<file path="src/rtl/fifo_serializer.sv">
// Show-ahead FIFO drain that splits each DataWidth word into OutWidth beats,
// least-significant beat first, on a valid/ready stream.
module fifo_serializer #(
    parameter int DataWidth = 32,
    parameter int OutWidth  = 8
) (
    input  logic                 clk,
    input  logic                 rstN,
    input  logic                 flush,
    input  logic                 fifoEmpty,
    input  logic [DataWidth-1:0] fifoData,
    output logic                 fifoReadEn,
    output logic                 outValid,
    input  logic                 outReady,
    output logic [OutWidth-1:0]  outData,
    output logic                 outLast,
    output logic                 busy
);
    localparam int Beats     = DataWidth / OutWidth;
    localparam int BeatWidth = (Beats > 1) ? $clog2(Beats) : 1;
    localparam logic [BeatWidth-1:0] LastBeat = BeatWidth'(Beats - 1);

    typedef enum logic {
        IDLE,
        SEND
    } state_t;

    state_t                 state_reg, state_next;
    logic [DataWidth-1:0]   word_reg, word_next;
    logic [BeatWidth-1:0]   beat_reg, beat_next;
    logic [OutWidth-1:0]    beat_slices [Beats];
    logic                   fire;
    logic                   last_beat;

    genvar gi;
    generate
        for (gi = 0; gi < Beats; gi++) begin : g_slice
            assign beat_slices[gi] = word_reg[gi*OutWidth +: OutWidth];
        end
    endgenerate

    assign outValid  = (state_reg == SEND);
    assign busy      = outValid;
    assign last_beat = outValid && (beat_reg == LastBeat);
    assign outLast   = last_beat;
    assign outData   = beat_slices[beat_reg];
    assign fire      = outValid && outReady;

    // Popping on the last-beat fire keeps the stream gap-free across words.
    assign fifoReadEn = !flush && !fifoEmpty && ((state_reg == IDLE) || (fire && last_beat));

    always_comb begin
        state_next = state_reg;
        word_next  = word_reg;
        beat_next  = beat_reg;
        if (flush) begin
            state_next = IDLE;
            beat_next  = '0;
        end else if (fifoReadEn) begin
            state_next = SEND;
            word_next  = fifoData;
            beat_next  = '0;
        end else if (fire && !last_beat) begin
            beat_next = beat_reg + 1'b1;
        end else if (fire && last_beat) begin
            state_next = IDLE;
            beat_next  = '0;
        end
    end

    always_ff @(posedge clk or negedge rstN) begin
        if (!rstN) begin
            state_reg <= IDLE;
            word_reg  <= '0;
            beat_reg  <= '0;
        end else begin
            state_reg <= state_next;
            word_reg  <= word_next;
            beat_reg  <= beat_next;
        end
    end
endmodule

</file>
<file path="config.mk">
export PLATFORM = sky130hd
export DESIGN_NAME = fifo_serializer
export DESIGN_NICKNAME = d
export VERILOG_FILES = /design/src/rtl/fifo_serializer.sv
export SDC_FILE = /design/constraint.sdc
export NUM_CORES = 1
export LEC_CHECK = 0
export CAP_MARGIN = 10
export CORE_UTILIZATION = 49
export DETAILED_ROUTE_END_ITERATION = 8
export PLACE_DENSITY = 0.84
export REMOVE_ABC_BUFFERS = 1
export SETUP_SLACK_MARGIN = 0.15
export SLEW_MARGIN = 40
export SYNTH_ARGS = -nofsm -noshare
export SYNTH_HDL_FRONTEND = slang
export SYNTH_SLANG_ARGS = --single-unit
</file>
<file path="constraint.sdc">
create_clock -name clk -period 3.45 [get_ports clk]
set_input_delay 0.8625 -clock clk [delete_from_list [all_inputs] [get_ports clk]]
set_output_delay 0.8625 -clock clk [all_outputs]
set_load 0.005 [all_outputs]
</file>
power_grid.png
Pins as bars on the die edge.
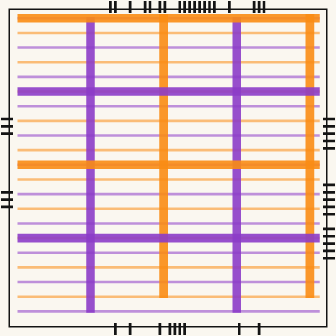
colour	net
orange	VDD
purple	VSS
rows	20
met5 straps	4

placement_by_type.png
Bar = 20 um.
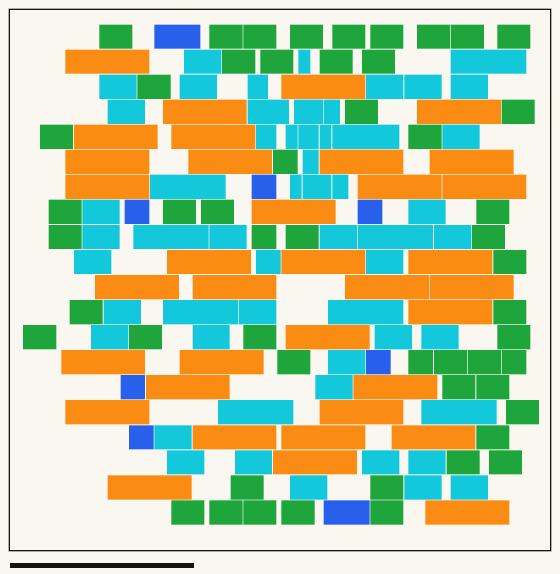
colour	class	cells	share of their area
green	remaining buffers and delay cells	52	24%
cyan	combinational and other logic	55	31%
orange	sequential cells	35	42%
blue	clock drivers and dummy loads	8	3.4%

clk_routes.png
Bar = 20 um.
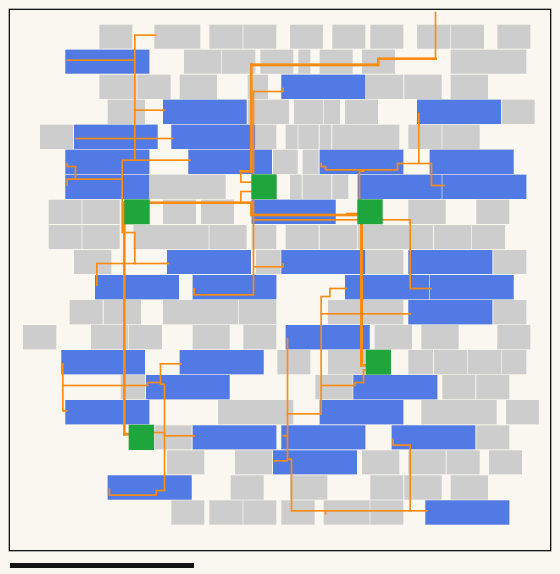
[green] clock drivers | count: 5
[orange] clock wires | length: 417 um
[blue] flip-flops | count: 35
routed clock nets	6

wires.png
Only two layers are drawn.
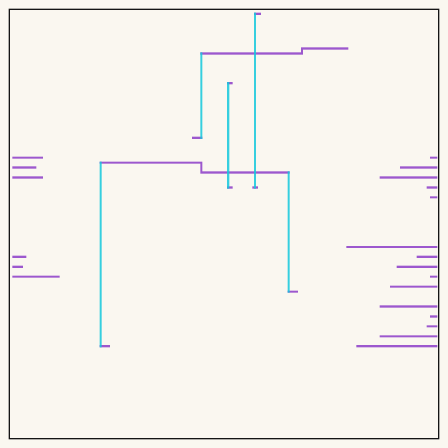
colour	layer	wire length
purple	metal 3	142 um
cyan	metal 4	91.1 um

==> run notes <==
Results of the implementation run.

The inverter count of the layout excluding clock inverters is 0. The worst path buffer plus inverter count came out at 2. The area share of the largest cell type after synthesis is 55.69%.

The share of synthesized cell area in and-or and or-and compound cells came out at 3.341%. The run finished with clean final reports. The post-synth area from yosys stat is roughly 1600 sq um. The cell group occupying the most layout area is sequential cells.

By area the synthesized netlist is led by sky130_fd_sc_hd__dfrtp_1, sky130_fd_sc_hd__mux2_2, sky130_fd_sc_hd__mux4_2, sky130_fd_sc_hd__buf_6, sky130_fd_sc_hd__a211oi_4. The wire length of the first global-routing pass came out at 4830 um. The detailed-route wire length per cell is 15.29 um. The die is ~59 um wide. After layout, the clock buffer instance count stands at 7. 55 cells are multi-input combinational gates.

The number of buffers added for setup after CTS is 0. The finished layout cell area is 2161 sq um. The inserted tap cell count came out at 44. The total area inside the core boundary comes to 3053 sq um. The wire length the detailed router placed on met1 is around 1300 um. The cell-mix breakdown from Yosys lists the simple-gate area share as 2.625%. Hold timing on the final database bottoms out at a slack of between 500 and 600 ps.

The worst min-delay path class is register to register. In this run, synthesis inferred 0 flip-flops with an integrated enable. The worst hold path terminates at word_reg[3].

During I/O placement, the number of pins put on the boundary was 49. Listed in order, past its start point the critical path passes clkdlybuf4s50_1, nand2_1, a211oi_4, clkdlybuf4s50_1. The cell family with the largest share of critical-path delay is buffers and inverters. By count the netlist is led by sky130_fd_sc_hd__dfrtp_1, sky130_fd_sc_hd__mux2_2, sky130_fd_sc_hd__mux4_2. The portion of the layout cell area used by clock cells came out at 3.358%. Across the run, the number of max-cap violations was 0. The total of hold buffers inserted after clock tree synthesis is 0. The share of synthesized area occupied by flip-flops and latches is 55.69%.

After detailed routing, the number of vias per cell comes to 5.180. STA lists the startpoint of the worst register-to-register path as beat_reg[0]. The global-route usage over all layers is 19.73%.

The clock sink count is 35. The post-route fraction of the period consumed by the critical path came out at around 93%. The switching fraction of total power came out at 23.99%.
Power is estimated from default activity; no workload was simulated.
